## config.mk

```make
export PLATFORM = sky130hd
export DESIGN_NAME = cpu_seq_ctrl_flat
export DESIGN_NICKNAME = d
export VERILOG_FILES = /design/src/rtl/cpu_seq_ctrl_if.sv /design/src/rtl/cpu_seq_ctrl.sv /design/src/flat_wrapper.sv
export SDC_FILE = /design/constraint.sdc
export NUM_CORES = 1
export LEC_CHECK = 0
export CORE_ASPECT_RATIO = 2
export CORE_MARGIN = 10
export CORE_UTILIZATION = 35
export CTS_BUF_LIST = sky130_fd_sc_hd__clkbuf_4 sky130_fd_sc_hd__clkbuf_8 sky130_fd_sc_hd__clkbuf_16
export CTS_CLUSTER_DIAMETER = 120
export DETAILED_ROUTE_END_ITERATION = 8
export PLACE_DENSITY = 0.69
export SYNTH_ARGS = -nofsm -noshare
export SYNTH_HDL_FRONTEND = slang
export SYNTH_SLANG_ARGS = --single-unit
export TNS_END_PERCENT = 20
```

## constraint.sdc

```tcl
create_clock -name clk -period 2.9 [get_ports clk]
set_input_delay 0.58 -clock clk [delete_from_list [all_inputs] [get_ports clk]]
set_output_delay 0.58 -clock clk [all_outputs]
set_load 0.01 [all_outputs]
```

## src/rtl/cpu_seq_ctrl_if.sv

```systemverilog
// Control and status bundle between the multicycle sequencer (master) and the RISC datapath (slave).
interface cpu_seq_ctrl_if;
  logic [2:0] opcode;
  logic [1:0] alu_op;
  logic [2:0] cond;
  logic       Z, N, V;
  logic       mem_rdy;
  logic [1:0] reg_sel;
  logic [1:0] wb_sel;
  logic       w_en, en_A, en_B, en_C, en_status, sel_A, sel_B;
  logic       clear_pc, load_pc, pc_src;
  logic       load_ir, load_addr, sel_addr;
  logic       mem_req, mem_we;

  modport master (
    input  opcode, alu_op, cond, Z, N, V, mem_rdy,
    output reg_sel, wb_sel, w_en, en_A, en_B, en_C, en_status, sel_A, sel_B,
           clear_pc, load_pc, pc_src, load_ir, load_addr, sel_addr, mem_req, mem_we
  );

  modport slave (
    output opcode, alu_op, cond, Z, N, V, mem_rdy,
    input  reg_sel, wb_sel, w_en, en_A, en_B, en_C, en_status, sel_A, sel_B,
           clear_pc, load_pc, pc_src, load_ir, load_addr, sel_addr, mem_req, mem_we
  );
endinterface

```

## src/rtl/cpu_seq_ctrl.sv

```systemverilog
// Multicycle control FSM for the simple RISC datapath: memory wait/timeout,
// conditional branches, sticky fault state and a retired-instruction counter.
module cpu_seq_ctrl #(
  parameter int RET_W       = 16,
  parameter int MEM_TIMEOUT = 15,
  parameter bit BRANCH_EN   = 1'b1
) (
  input  logic                 clk,
  input  logic                 rst,
  cpu_seq_ctrl_if.master       bus,
  output logic                 waiting,
  output logic                 fault,
  output logic [RET_W-1:0]     retired
);

  localparam int WAIT_W = (MEM_TIMEOUT > 0) ? $clog2(MEM_TIMEOUT + 1) : 1;
  localparam logic [WAIT_W-1:0] WAIT_LIMIT = WAIT_W'(MEM_TIMEOUT);

  typedef enum logic [4:0] {
    S_RST, S_FETCH, S_LOAD_IR, S_DECODE, S_GET_A, S_GET_B, S_EXEC, S_WB,
    S_WB_IMM, S_ADDR, S_LATCH, S_MEM_RD, S_WB_MEM, S_GET_D, S_PASS, S_MEM_WR,
    S_BRANCH, S_HALT, S_FAULT
  } state_t;

  state_t            state_reg, state_next;
  logic [WAIT_W-1:0] wait_cnt_reg;
  logic [RET_W-1:0]  retired_reg;
  logic              retire;
  logic              in_wait, timed_out;
  logic              br_valid, br_taken;
  logic [4:0]        ir;
  logic              is_mov_like, is_cmp, is_ldr, is_str, is_alu;

  assign ir          = {bus.opcode, bus.alu_op};
  assign is_alu      = (bus.opcode == 3'b101);
  assign is_mov_like = (ir == 5'b11000) || (ir == 5'b10111);
  assign is_cmp      = (ir == 5'b10101);
  assign is_ldr      = (ir == 5'b01100);
  assign is_str      = (ir == 5'b10000);
  assign in_wait     = (state_reg == S_FETCH) || (state_reg == S_MEM_RD) || (state_reg == S_MEM_WR);
  // A ready response in the limit cycle still completes the access.
  assign timed_out   = (MEM_TIMEOUT > 0) && !bus.mem_rdy && (wait_cnt_reg == WAIT_LIMIT);
  assign retired     = retired_reg;

  always_comb begin
    br_valid = 1'b1;
    br_taken = 1'b0;
    case (bus.cond)
      3'b000:  br_taken = 1'b1;
      3'b001:  br_taken = bus.Z;
      3'b010:  br_taken = !bus.Z;
      3'b011:  br_taken = bus.N ^ bus.V;
      3'b100:  br_taken = (bus.N ^ bus.V) | bus.Z;
      default: br_valid = 1'b0;
    endcase
  end

  always_ff @(posedge clk) begin
    if (rst) begin
      state_reg    <= S_RST;
      wait_cnt_reg <= '0;
      retired_reg  <= '0;
    end else begin
      state_reg <= state_next;
      if (state_next != state_reg)
        wait_cnt_reg <= '0;
      else if (in_wait && !bus.mem_rdy)
        wait_cnt_reg <= wait_cnt_reg + WAIT_W'(1);
      if (retire)
        retired_reg <= retired_reg + RET_W'(1);
    end
  end

  always_comb begin
    state_next    = state_reg;
    retire        = 1'b0;
    waiting       = 1'b0;
    fault         = 1'b0;
    bus.reg_sel   = 2'b00;
    bus.wb_sel    = 2'b00;
    bus.w_en      = 1'b0;
    bus.en_A      = 1'b0;
    bus.en_B      = 1'b0;
    bus.en_C      = 1'b0;
    bus.en_status = 1'b0;
    bus.sel_A     = 1'b0;
    bus.sel_B     = 1'b0;
    bus.clear_pc  = 1'b0;
    bus.load_pc   = 1'b0;
    bus.pc_src    = 1'b0;
    bus.load_ir   = 1'b0;
    bus.load_addr = 1'b0;
    bus.sel_addr  = 1'b0;
    bus.mem_req   = 1'b0;
    bus.mem_we    = 1'b0;
    case (state_reg)
      S_RST: begin
        waiting      = 1'b1;
        bus.clear_pc = 1'b1;
        bus.load_pc  = 1'b1;
        state_next   = S_FETCH;
      end
      S_FETCH: begin
        bus.sel_addr = 1'b1;
        bus.mem_req  = 1'b1;
        if (bus.mem_rdy)    state_next = S_LOAD_IR;
        else if (timed_out) state_next = S_FAULT;
      end
      S_LOAD_IR: begin
        bus.load_ir = 1'b1;
        bus.load_pc = 1'b1;
        state_next  = S_DECODE;
      end
      S_DECODE: begin
        if (bus.opcode == 3'b111)                      state_next = S_HALT;
        else if (ir == 5'b11010)                       state_next = S_WB_IMM;
        else if (is_mov_like)                          state_next = S_GET_B;
        else if (is_alu || is_ldr || is_str)           state_next = S_GET_A;
        else if (BRANCH_EN && (bus.opcode == 3'b001))  state_next = S_BRANCH;
        else                                           state_next = S_FAULT;
      end
      S_GET_A: begin
        bus.reg_sel = 2'b10;
        bus.en_A    = 1'b1;
        state_next  = is_alu ? S_GET_B : S_ADDR;
      end
      S_GET_B: begin
        bus.en_B   = 1'b1;
        state_next = S_EXEC;
      end
      S_EXEC: begin
        bus.sel_A = is_mov_like;
        if (is_cmp) begin
          bus.en_status = 1'b1;
          retire        = 1'b1;
          state_next    = S_FETCH;
        end else begin
          bus.en_C   = 1'b1;
          state_next = S_WB;
        end
      end
      S_WB: begin
        bus.w_en    = 1'b1;
        bus.reg_sel = 2'b01;
        retire      = 1'b1;
        state_next  = S_FETCH;
      end
      S_WB_IMM: begin
        bus.w_en    = 1'b1;
        bus.reg_sel = 2'b10;
        bus.wb_sel  = 2'b10;
        retire      = 1'b1;
        state_next  = S_FETCH;
      end
      S_ADDR: begin
        bus.sel_B  = 1'b1;
        bus.en_C   = 1'b1;
        state_next = S_LATCH;
      end
      S_LATCH: begin
        bus.load_addr = 1'b1;
        state_next    = is_ldr ? S_MEM_RD : S_GET_D;
      end
      S_MEM_RD: begin
        bus.mem_req = 1'b1;
        if (bus.mem_rdy)    state_next = S_WB_MEM;
        else if (timed_out) state_next = S_FAULT;
      end
      S_WB_MEM: begin
        bus.w_en    = 1'b1;
        bus.reg_sel = 2'b01;
        bus.wb_sel  = 2'b11;
        retire      = 1'b1;
        state_next  = S_FETCH;
      end
      S_GET_D: begin
        bus.reg_sel = 2'b01;
        bus.en_B    = 1'b1;
        state_next  = S_PASS;
      end
      S_PASS: begin
        bus.sel_A  = 1'b1;
        bus.en_C   = 1'b1;
        state_next = S_MEM_WR;
      end
      S_MEM_WR: begin
        bus.mem_req = 1'b1;
        bus.mem_we  = 1'b1;
        if (bus.mem_rdy) begin
          retire     = 1'b1;
          state_next = S_FETCH;
        end else if (timed_out) begin
          state_next = S_FAULT;
        end
      end
      S_BRANCH: begin
        if (br_valid) begin
          bus.load_pc = br_taken;
          bus.pc_src  = br_taken;
          retire      = 1'b1;
          state_next  = S_FETCH;
        end else begin
          state_next = S_FAULT;
        end
      end
      S_HALT: waiting = 1'b1;
      S_FAULT: begin
        waiting = 1'b1;
        fault   = 1'b1;
      end
      default: state_next = S_FAULT;
    endcase
  end

endmodule

```

## src/flat_wrapper.sv

```systemverilog
// flat-port wrapper written by rule: the top's interface ports become plain ports
module cpu_seq_ctrl_flat 
#(
  parameter int RET_W       = 16,
  parameter int MEM_TIMEOUT = 15,
  parameter bit BRANCH_EN   = 1'b1
)
  (clk, rst, waiting, fault, retired, bus_opcode, bus_alu_op, bus_cond, bus_Z, bus_N, bus_V, bus_mem_rdy, bus_reg_sel, bus_wb_sel, bus_w_en, bus_en_A, bus_en_B, bus_en_C, bus_en_status, bus_sel_A, bus_sel_B, bus_clear_pc, bus_load_pc, bus_pc_src, bus_load_ir, bus_load_addr, bus_sel_addr, bus_mem_req, bus_mem_we);
  cpu_seq_ctrl_if bus_i ();
  input  logic clk;
  input  logic rst;
  output logic waiting;
  output logic fault;
  output logic [RET_W-1:0] retired;
  input wire logic [$bits(bus_i.opcode)-1:0] bus_opcode;
  input wire logic [$bits(bus_i.alu_op)-1:0] bus_alu_op;
  input wire logic [$bits(bus_i.cond)-1:0] bus_cond;
  input wire logic [$bits(bus_i.Z)-1:0] bus_Z;
  input wire logic [$bits(bus_i.N)-1:0] bus_N;
  input wire logic [$bits(bus_i.V)-1:0] bus_V;
  input wire logic [$bits(bus_i.mem_rdy)-1:0] bus_mem_rdy;
  output wire logic [$bits(bus_i.reg_sel)-1:0] bus_reg_sel;
  output wire logic [$bits(bus_i.wb_sel)-1:0] bus_wb_sel;
  output wire logic [$bits(bus_i.w_en)-1:0] bus_w_en;
  output wire logic [$bits(bus_i.en_A)-1:0] bus_en_A;
  output wire logic [$bits(bus_i.en_B)-1:0] bus_en_B;
  output wire logic [$bits(bus_i.en_C)-1:0] bus_en_C;
  output wire logic [$bits(bus_i.en_status)-1:0] bus_en_status;
  output wire logic [$bits(bus_i.sel_A)-1:0] bus_sel_A;
  output wire logic [$bits(bus_i.sel_B)-1:0] bus_sel_B;
  output wire logic [$bits(bus_i.clear_pc)-1:0] bus_clear_pc;
  output wire logic [$bits(bus_i.load_pc)-1:0] bus_load_pc;
  output wire logic [$bits(bus_i.pc_src)-1:0] bus_pc_src;
  output wire logic [$bits(bus_i.load_ir)-1:0] bus_load_ir;
  output wire logic [$bits(bus_i.load_addr)-1:0] bus_load_addr;
  output wire logic [$bits(bus_i.sel_addr)-1:0] bus_sel_addr;
  output wire logic [$bits(bus_i.mem_req)-1:0] bus_mem_req;
  output wire logic [$bits(bus_i.mem_we)-1:0] bus_mem_we;
  assign bus_i.opcode = bus_opcode;
  assign bus_i.alu_op = bus_alu_op;
  assign bus_i.cond = bus_cond;
  assign bus_i.Z = bus_Z;
  assign bus_i.N = bus_N;
  assign bus_i.V = bus_V;
  assign bus_i.mem_rdy = bus_mem_rdy;
  assign bus_reg_sel = bus_i.reg_sel;
  assign bus_wb_sel = bus_i.wb_sel;
  assign bus_w_en = bus_i.w_en;
  assign bus_en_A = bus_i.en_A;
  assign bus_en_B = bus_i.en_B;
  assign bus_en_C = bus_i.en_C;
  assign bus_en_status = bus_i.en_status;
  assign bus_sel_A = bus_i.sel_A;
  assign bus_sel_B = bus_i.sel_B;
  assign bus_clear_pc = bus_i.clear_pc;
  assign bus_load_pc = bus_i.load_pc;
  assign bus_pc_src = bus_i.pc_src;
  assign bus_load_ir = bus_i.load_ir;
  assign bus_load_addr = bus_i.load_addr;
  assign bus_sel_addr = bus_i.sel_addr;
  assign bus_mem_req = bus_i.mem_req;
  assign bus_mem_we = bus_i.mem_we;
  cpu_seq_ctrl #(.RET_W(RET_W), .MEM_TIMEOUT(MEM_TIMEOUT), .BRANCH_EN(BRANCH_EN)) u_core (.clk(clk), .rst(rst), .bus(bus_i), .waiting(waiting), .fault(fault), .retired(retired));
endmodule
```

==> run_1/pinout.png <==
Pins as bars across the die edge, other pins in gray.
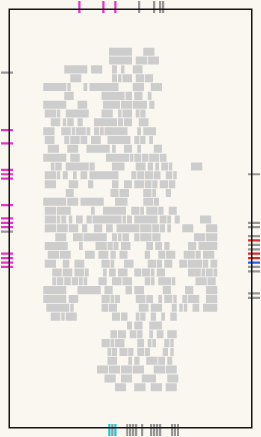
port	color	pins	direction	edge
`bus_en_status`	blue	1	output	right
`retired`	magenta	16	output	13 left, 3 top
`bus_alu_op`	cyan	2	input	bottom
`bus_cond`	red	3	input	right
all pins by edge	15 bottom, 15 left, 14 right, 7 top

==> run_1/clock_nets.png <==
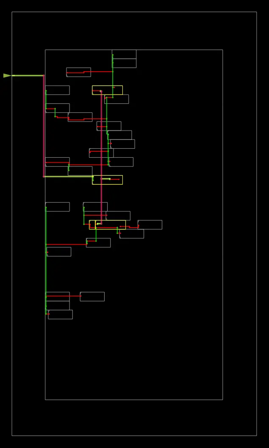
clock skew: 3.069 ps
clk ins delay skew pair: 260 ps
count of clock-net buffers in the final layout: 3

==> results.txt, run 1 <==
Entry: Yosys synthesis followed by OpenROAD place and route.

Worst setup path:
- The critical path maximum fanout is 4.
- The data required time reported for the critical path is 2320 ps.
- The critical path ends at bus_en_C.
- For reference, the critical path cell chain is clkdlybuf4s50_1 -> and3b_1 -> nand2_1 -> a32oi_1 -> nor2_1 -> clkdlybuf4s50_1.
- For the worst reg-to-reg path, the endpoint reported by OpenROAD is u_core.wait_cnt_reg[1].
- STA classifies the critical path startpoint as an input pin.
- The cell family contributing the most delay on the critical path is buffers and inverters.
- The run puts the critical path arrival at 2200 ps.
- STA lists the startpoint of the worst register-to-register path as u_core.state_reg[0].
- The run gives the cell with the biggest individual delay on the critical path as sky130_fd_sc_hd__clkdlybuf4s50_1.
- The run gives the startpoint of the worst setup timing path as bus_opcode[1].
- The run puts the total stage count of the critical path at 6.
- The run gives the most numerous cell on the critical path as sky130_fd_sc_hd__clkdlybuf4s50_1.

Logic synthesis:
- Before any placement, the netlist area is recorded as 0.002058 mm^2.
- The run puts the post-synthesis cell count at 281.
- sky130_fd_sc_hd__nor2_1 is the most common cell in the netlist.
- The cell-mix breakdown from Yosys lists the simple-gate area share as 39.76%.
- The run puts the count of warnings emitted by yosys at 0.
- The run gives the net count after synthesis as 297.
- The synthesis report gives the async set-or-reset register share as 0%.
- The synthesized design spends more area on one cell type than any other, namely sky130_fd_sc_hd__dfxtp_1.
- The run gives the total cells reported by yosys after synthesis as 281.
- Per the synthesis report, the single largest cell type by area occupies 24.32% of cell area.
- In this run, the synthesized area fraction spent on adder and majority cells is recorded as 1.216%.
- The run gives the count of cell types in the netlist as 63.
- The share of the Yosys chip area taken by registers is 24.32%.
- The run gives the count of state elements after synthesis as 25.
- The synthesized design contains 0 enable-type register cells.
- Counting instances in the post-synthesis netlist gives the leading cell types as 38 x sky130_fd_sc_hd__nor2_1, 25 x sky130_fd_sc_hd__dfxtp_1, 20 x sky130_fd_sc_hd__nand2_1, 18 x sky130_fd_sc_hd__nor3_1, 14 x sky130_fd_sc_hd__a21oi_1.

Cells and area:
- The run puts the proportion of cell area occupied by multi-input gates at 52.20%.
- The run puts the ratio of cells with drive above 1 in the final layout at 10.33%.
- In the final layout, non-clock buffers account for 23.58% of the cell area.
- The run puts the storage element area at 500.5 um^2.
- Counting only logic cells after layout, the most numerous master is sky130_fd_sc_hd__clkdlybuf4s50_1.
- 228 cells are multi-input combinational gates.
- In the layout the commonest cells are 47 x sky130_fd_sc_hd__clkdlybuf4s50_1, 38 x sky130_fd_sc_hd__nor2_1, 25 x sky130_fd_sc_hd__dfxtp_1, 20 x sky130_fd_sc_hd__nand2_1, 19 x sky130_fd_sc_hd__buf_4.
- The run puts the flip-flop and latch count at 25.
- The run gives the number of buffers other than clock buffers in the final layout as 69.
- The run gives the number of fillers in the final layout as 566.
- 0 antenna diodes ended up in the layout.
- The run puts the number of nets at the end of the flow at 346.

Drt:
- The run puts the number of routed nets with antenna violations at 0.
- The run puts the number of search-and-repair iterations in the first detailed-routing pass at 4.
- The detailed router put a total of 2238 um of wire on met1.
- The run gives the number of remaining DRC errors as 0.
- The run puts the routed wire length on met3 at 461 um.
- In the routed layout, each cell is associated on average with a via count of 5.692.
- The run gives the final routed wirelength across all metal layers as 6301 um.

STA:
- Setup repair after global routing left no endpoint under its margin.
- Counting I/O delays and the setup requirement, the final critical path takes 2779 ps.
- The run puts the setup total negative slack at 0 ps.
- The run gives the setup-violating endpoint count in the final report as 0.
- Setup slack on the critical path of the routed design comes to 121.0 ps.
- The run gives the final hold violation count as 0.
- Measured against its own limit, the worst slew margin works out to 64.17%.

Placement:
- In this run, placement finished with an instance count of 386.
- After detailed placement, the total cell area comes to 0.002664 mm^2.
- The run puts the half-perimeter wire length after detailed placement at 4957 um.

Global routing:
- The run puts the number of global-route vias before repair at 2285.
- The run gives the initial antenna violation count as 0.
- The run puts the first-pass GRT wire length at 10490 um.
- The run puts the met2 routing resource usage after global routing at 24.14%.

Floorplan:
- The floorplan step defined a die boundary enclosing 0.009534 mm^2.
- The run puts the number of placement rows at 39.
- 51 I/O pins were placed.
- The run puts the core outline area at 0.005709 mm^2.

Pwr:
- In this run, power in flip-flops and latches comes to 0.356 mW.
- The run gives the power dissipated by switching net loads as 0.2388 mW.
- The run gives the power density normalized to cell area as 315.3 mW/mm^2.
- The run gives the sequential fraction of design power as 41.0%.
- The largest share of the power goes to registers.

Hold path:
- The run gives the class of the worst hold path as flip-flop to flip-flop.
- The run gives the number of cells on the worst hold path as 2.

Clock tree:
- The run puts the number of buffers added by the clock tree synthesis step at 3.
- The run puts the number of buffers added to fix hold violations after cts at 0.
- The run gives the CTS tree as done.

Outcome:
- The run finished with clean final reports.

Run:
- The run gives the number of max-cap violations as 0.
==> run_1/gates.png <==
The bar under the picture is 20 um long.
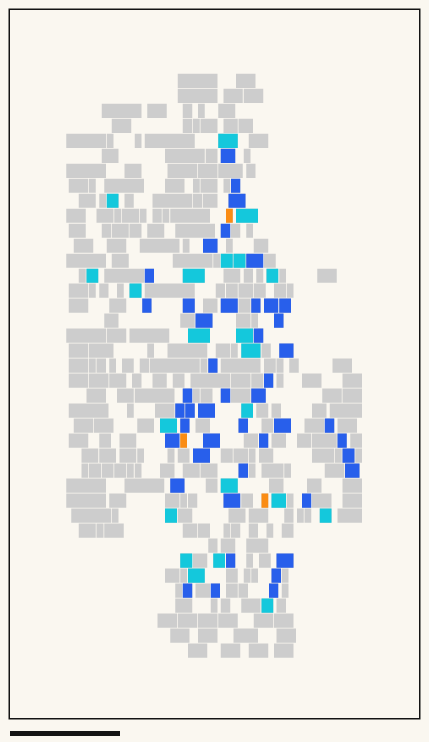
family	color	cells	most used
aoi and oai cells	blue	46	a21oi_1
inv cells	orange	3	inv_1
and/or cells	cyan	22	and3_1

==> run_1/ff_map.png <==
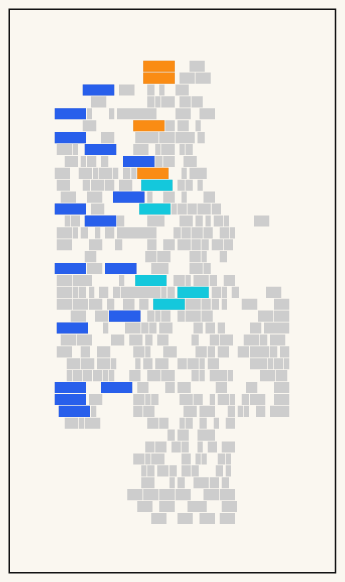
netlist name	color	sequential cells
`u_core.wait_cnt_reg`	orange	4
`u_core.state_reg`	cyan	5
`u_core.retired`	blue	16

==> run 2, diff against run 1 <==
- SLEW_MARGIN: unset -> 20
==> run_2/clock_nets.png <==
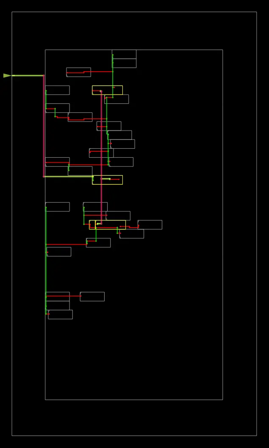
clock net sink count: 25
number of CTS-inserted buffers: 3
sequential cell count: 25

==> run_2/layers.png <==
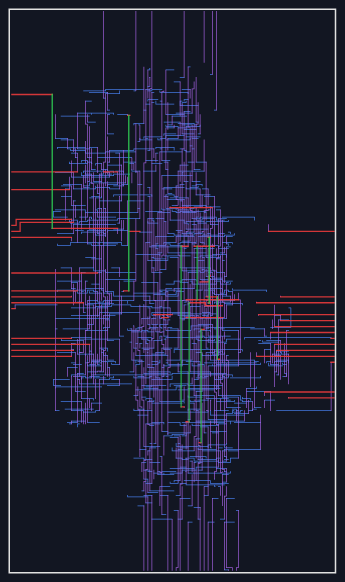
layer	color	wire length
M4	green	202 um
M1	blue	2240 um
M2	purple	3400 um
M3	red	461 um

==> run 2 against run 1 <==
Clock power is essentially flat. Utilization unchanged. Synthesized cell count did not move. Cell area is the same. Setup slack unchanged. Cell count stayed put. Worst hold slack stayed put. Register-to-register slack about the same. Clock-buffer cell count unchanged. Via count unchanged. Sequential share of layout area unchanged.
==> results.txt, run 2 <==
Entry: Yosys synthesis followed by OpenROAD place and route.

Logic synthesis:
- The most frequent cell after synthesis was sky130_fd_sc_hd__nor2_1 (unchanged).
- The post-synthesis instance area was 0.002058 mm^2 (unchanged).
- The run puts the number of flops mapped to enable cells by yosys at 0 (unchanged).
- The run gives the portion of the post-synthesis area used by sequential elements as 24.32% (unchanged).
- The cell type with the largest total area after synthesis is sky130_fd_sc_hd__dfxtp_1 (unchanged).
- The run puts the area fraction in full adders, half adders and majority gates at 1.216% (unchanged).
- The run puts the total cells reported by yosys after synthesis at 281 (unchanged).
- The run puts the count of warnings emitted by yosys at 0 (unchanged).
- The run puts the fraction of the mapped netlist area in simple logic gates at 39.76% (unchanged).
- The run puts the count of state elements after synthesis at 25 (unchanged).
- The post-synthesis cell count is 281 (unchanged).
- The count of cell types in the netlist came to 63 (unchanged).
- The run gives the fraction of registers with async set or reset after synthesis as 0% (unchanged).
- The share of the synthesized area in the top cell type was 24.32% (unchanged).
- The net count after synthesis came to 297 (unchanged).
- Top cells by count: 38 x sky130_fd_sc_hd__nor2_1, 25 x sky130_fd_sc_hd__dfxtp_1, 20 x sky130_fd_sc_hd__nand2_1, 18 x sky130_fd_sc_hd__nor3_1, 14 x sky130_fd_sc_hd__a21oi_1 (unchanged).

Cells and area:
- The leading cell type in the layout, fill and taps excluded is sky130_fd_sc_hd__clkdlybuf4s50_1 (unchanged).
- The run gives the storage element area as 500.5 um^2 (unchanged).
- The run gives the number of fillers in the final layout as 566 (unchanged).
- The run gives the clock distribution area overhead in the final layout as 2.902% (unchanged).
- The run puts the number of clock buffers in the layout at 3 (unchanged).
- The run gives the ratio of cells with drive above 1 in the final layout as 10.33% (unchanged).
- The number of buffers other than clock buffers in the final layout came to 69 (unchanged).
- Most numerous logic cells after layout: 47 x sky130_fd_sc_hd__clkdlybuf4s50_1, 38 x sky130_fd_sc_hd__nor2_1, 25 x sky130_fd_sc_hd__dfxtp_1, 20 x sky130_fd_sc_hd__nand2_1, 19 x sky130_fd_sc_hd__buf_4 (unchanged).
- The run gives the buffer share of cell area as 23.58% (unchanged).
- The run puts the final instance area at 0.002759 mm^2 (unchanged).
- The run gives the proportion of cell area occupied by multi-input gates as 52.20% (unchanged).
- The multi-input gate count came to 228 (unchanged).
- The run gives the number of nets at the end of the flow as 346 (unchanged).
- The run puts the total inserted antenna cells at 0 (unchanged).

Worst setup path:
- Worst path cell trace: clkdlybuf4s50_1 -> and3b_1 -> nand2_1 -> a32oi_1 -> nor2_1 -> clkdlybuf4s50_1 (unchanged).
- The startpoint of the worst setup timing path was bus_opcode[1] (unchanged).
- The run gives the worst endpoint required time as 2320 ps (about the same).
- The family with the most delay on the worst path was buffers and inverters (unchanged).
- The run gives the type of origin of the critical path as an input pin (unchanged).
- The run puts the total stage count of the critical path at 6 (unchanged).
- The top fanout value on the critical path was 4 (unchanged).
- The run puts the number of buffer and inverter instances along the worst setup path at 2 (unchanged).
- The run gives the critical register-to-register path endpoint as u_core.wait_cnt_reg[1] (unchanged).
- The end point of the critical path is bus_en_C (unchanged).
- The run gives the most numerous cell on the critical path as sky130_fd_sc_hd__clkdlybuf4s50_1 (unchanged).
- The critical path arrival is 2200 ps (about the same).
- The cell with the biggest individual delay on the critical path was sky130_fd_sc_hd__clkdlybuf4s50_1 (unchanged).

Floorplan:
- The run puts the effective utilization at floorplan at 36.05% (unchanged).
- The run gives the number of top-level design ports as 51 (unchanged).
- The run gives the number of placement rows as 39 (unchanged).

Global routing:
- The aggregate global-route resource usage came to 13.18% (unchanged).
- The number of global-route vias before repair is 2285 (unchanged).
- The run gives the first-pass GRT wire length as 10490 um (unchanged).
- The run gives the met2 routing resource usage after global routing as 24.14% (unchanged).

Pwr:
- The power of the sequential group was 0.356 mW (about the same).
- The sequential fraction of design power was 41.0% (about the same).
- The power dissipated by switching net loads came to 0.2388 mW (unchanged).
- The run puts the power density normalized to cell area at 315.3 mW/mm^2 (unchanged).
- The main power-consuming group is registers (unchanged).
- The run gives the overall power of the completed layout as 0.8699 mW (unchanged).

Drt:
- The run puts the number of routed nets with antenna violations at 0 (unchanged).
- The number of remaining DRC errors is 0 (unchanged).
- The run puts the final routed wirelength across all metal layers at 6301 um (unchanged).
- The wire length the detailed router placed on met1 is 2238 um (unchanged).
- The run puts the average via count per standard cell at 5.692 (unchanged).
- The run gives the number of search-and-repair iterations in the first detailed-routing pass as 4 (unchanged).

Outcome:
- Status: finished clean (unchanged).

Placement:
- The run puts the routability-driven placement congestion ratio at 0.8391 (unchanged).
- The run gives the half-perimeter wire length after detailed placement as 4957 um (unchanged).
- The placed cell area came to 0.002664 mm^2 (unchanged).
- The worst-case setup slack after placement is 18.95 ps (unchanged).
- The run puts the cell total after placement at 386 (unchanged).

STA:
- The run puts the final hold violation count at 0 (unchanged).
- The final worst slack was 121.0 ps (unchanged).
- The run puts the setup total negative slack at 0 ps (unchanged).
- The remaining max-slew budget at the tightest pin is 64.17% (unchanged).
- The largest clock skew in the final design was 3.069 ps (unchanged).
- The run puts the minimum clock period at 2779 ps (unchanged).
- The run gives the setup-violating endpoint count in the final report as 0 (unchanged).

Hold path:
- The class of the worst hold path is flip-flop to flip-flop (unchanged).
- The number of cells on the worst hold path came to 2 (unchanged).

Clock tree:
- The run puts the latest clock arrival within the worst-skew pair at 260 ps (about the same).
- The CTS tree is done (unchanged).
- The number of buffers added to fix hold violations after cts was 0 (unchanged).

Run:
- The number of max-cap violations came to 0 (unchanged).
==> run 3, diff against run 2 <==
- clock period: 2.9 -> 3.58 ns (I/O delays scaled with it)
==> run_3/clock_nets.png <==
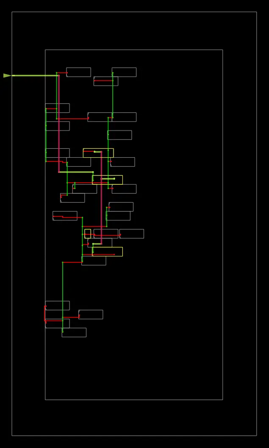
total clock network power: 0.247 mW
clock skew: 1.615 ps

==> run_3/pinout.png <==
Pins as bars across the die edge, other pins in gray.
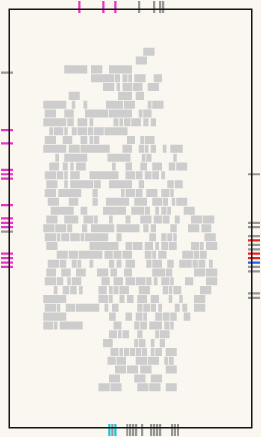
port	color	pins	direction	edge
`bus_cond`	red	3	input	right
`bus_en_status`	blue	1	output	right
`retired`	magenta	16	output	13 left, 3 top
`bus_alu_op`	cyan	2	input	bottom

==> run 3 against run 2 <==
Highest routed layer unchanged. Register-to-register slack gained 420 ps. Cell area decreased by 3.8%. Clock power shrank 19%. Clock-buffer cell count stayed put. First-iteration DRC count fell by 13%. Synthesized cell count is the same.
==> results.txt, run 3 <==
Entry: Yosys synthesis followed by OpenROAD place and route.

Worst setup path:
- The critical path arrival was 2500 ps (was 2200 ps).
- Worst path cell trace: clkdlybuf4s50_1 -> nor2b_1 -> nand2_1 -> a32oi_1 -> nor2_1 -> clkdlybuf4s50_1 (was clkdlybuf4s50_1 -> and3b_1 -> nand2_1 -> a32oi_1 -> nor2_1 -> clkdlybuf4s50_1).
- The number of buffer and inverter instances along the worst setup path is 2 (unchanged).
- The run gives the worst endpoint required time as 2860 ps (was 2320 ps).
- The run gives the most numerous cell on the critical path as sky130_fd_sc_hd__clkdlybuf4s50_1 (unchanged).
- The critical register-to-register path endpoint was u_core.wait_cnt_reg[1] (unchanged).
- The run gives the worst flop-to-flop path startpoint as u_core.state_reg[1] (was u_core.state_reg[0]).
- The run gives the startpoint of the worst setup timing path as bus_alu_op[0] (was bus_opcode[1]).
- The run puts the total stage count of the critical path at 6 (unchanged).
- The run gives the top fanout value on the critical path as 10 (was 4).
- The family with the most delay on the worst path is buffers and inverters (unchanged).
- The run gives the end point of the critical path as bus_en_C (unchanged).
- The run gives the type of origin of the critical path as an input pin (unchanged).

Clock tree:
- The run puts the number of buffers added by the clock tree synthesis step at 3 (unchanged).
- The run puts the latest clock arrival within the worst-skew pair at 260 ps (about the same).
- The run puts the number of buffers added to fix hold violations after cts at 0 (unchanged).
- The CTS tree was done (unchanged).

Run:
- The number of max-cap violations was 0 (unchanged).

Global routing:
- The run puts the met2 routing resource usage after global routing at 21.98% (was 24.14%).
- The run gives the initial antenna violation count as 0 (unchanged).
- The aggregate global-route resource usage came to 12.10% (was 13.18%).
- The number of global-route vias before repair came to 2126 (was 2285).

Logic synthesis:
- The run gives the number of flops mapped to enable cells by yosys as 0 (unchanged).
- The cell type with the largest total area after synthesis is sky130_fd_sc_hd__dfxtp_1 (unchanged).
- The top logic cell family in the synthesized netlist is simple AND/OR/NAND/NOR gates (unchanged).
- The run gives the count of warnings emitted by yosys as 0 (unchanged).
- The run gives the count of cell types in the netlist as 63 (unchanged).
- Top cells by count: 38 x sky130_fd_sc_hd__nor2_1, 25 x sky130_fd_sc_hd__dfxtp_1, 20 x sky130_fd_sc_hd__nand2_1, 18 x sky130_fd_sc_hd__nor3_1, 14 x sky130_fd_sc_hd__a21oi_1 (unchanged).
- The run gives the post-synthesis share of cell area spent on and-or and or-and gates as 18.54% (unchanged).
- The run gives the post-synthesis cell count as 281 (unchanged).
- The area fraction in full adders, half adders and majority gates was 1.216% (unchanged).
- The run puts the total cells reported by yosys after synthesis at 281 (unchanged).
- The net count after synthesis is 297 (unchanged).
- The most frequent cell after synthesis is sky130_fd_sc_hd__nor2_1 (unchanged).
- The share of the synthesized area in the top cell type came to 24.32% (unchanged).
- The run puts the post-synthesis instance area at 0.002058 mm^2 (unchanged).
- The fraction of registers with async set or reset after synthesis came to 0% (unchanged).

Floorplan:
- The run gives the effective utilization at floorplan as 36.05% (unchanged).
- The run puts the number of placement rows at 39 (unchanged).
- The run gives the number of top-level design ports as 51 (unchanged).
- The run puts the core outline area at 0.005709 mm^2 (unchanged).
- The total die area is 0.009534 mm^2 (unchanged).

Pwr:
- The run puts the power of the sequential group at 0.298 mW (was 0.356 mW).
- The power dissipated by switching net loads is 0.1919 mW (was 0.2388 mW).
- The sequential fraction of design power is 42.7% (was 41.0%).
- The main power-consuming group is registers (unchanged).
- The power density normalized to cell area is 262.7 mW/mm^2 (was 315.3 mW/mm^2).
- The run gives the fraction of power spent switching nets as 27.52% (was 27.45%).
- The overall power of the completed layout was 0.6972 mW (was 0.8699 mW).

Cells and area:
- Most numerous logic cells after layout: 50 x sky130_fd_sc_hd__clkdlybuf4s50_1, 38 x sky130_fd_sc_hd__nor2_1, 25 x sky130_fd_sc_hd__dfxtp_1, 20 x sky130_fd_sc_hd__nand2_1, 18 x sky130_fd_sc_hd__nor3_1 (was 47 x sky130_fd_sc_hd__clkdlybuf4s50_1, 38 x sky130_fd_sc_hd__nor2_1, 25 x sky130_fd_sc_hd__dfxtp_1, 20 x sky130_fd_sc_hd__nand2_1, 19 x sky130_fd_sc_hd__buf_4).
- The multi-input gate count came to 228 (unchanged).
- The run gives the ratio of cells with drive above 1 in the final layout as 6.625% (was 10.33%).
- The run gives the number of buffers other than clock buffers in the final layout as 57 (was 69).
- The number of clock buffers in the layout was 3 (unchanged).
- The run puts the final instance area at 0.002654 mm^2 (was 0.002759 mm^2).
- The run gives the buffer share of cell area as 20.84% (was 23.58%).
- The leading cell type in the layout, fill and taps excluded is sky130_fd_sc_hd__clkdlybuf4s50_1 (unchanged).
- The number of nets at the end of the flow was 334 (was 346).
- The run puts the number of fillers in the final layout at 581 (was 566).
- The run gives the flip-flop and latch count as 25 (unchanged).
- The run puts the clock distribution area overhead in the final layout at 3.017% (was 2.902%).

Placement:
- The run gives the placed cell area as 0.002574 mm^2 (was 0.002664 mm^2).
- The run puts the worst-case setup slack after placement at 364.4 ps (was 18.95 ps).
- The run puts the half-perimeter wire length after detailed placement at 4671 um (was 4957 um).
- The routability-driven placement congestion ratio is 0.7932 (was 0.8391).
- The cell total after placement is 374 (was 386).

Drt:
- The number of remaining DRC errors is 0 (unchanged).
- The number of search-and-repair iterations in the first detailed-routing pass is 4 (unchanged).
- The run puts the wire length the detailed router placed on met1 at 2293 um (was 2238 um).
- The run puts the routed length on met2 at 3144 um (was 3399 um).
- The run puts the average via count per standard cell at 5.685 (was 5.692).
- The final routed wirelength across all metal layers came to 5939 um (was 6301 um).
- The routed wire length on met3 came to 286 um (was 461 um).

Outcome:
- Status: finished clean (unchanged).

STA:
- The run puts the final worst slack at 360.7 ps (was 121.0 ps).
- The run gives the setup total negative slack as 0 ps (unchanged).
- The run gives the setup-violating endpoint count in the final report as 0 (unchanged).
- Unrepaired setup endpoints after global routing: false (unchanged).
- The run puts the share of the clock period used by the worst path after layout at 89.92%.
- The run gives the remaining max-slew budget at the tightest pin as 46.20% (was 64.17%).
- The run gives the minimum clock period as 3219 ps.
- The run gives the final hold violation count as 0 (unchanged).
Power and IR drop assume default switching activity.
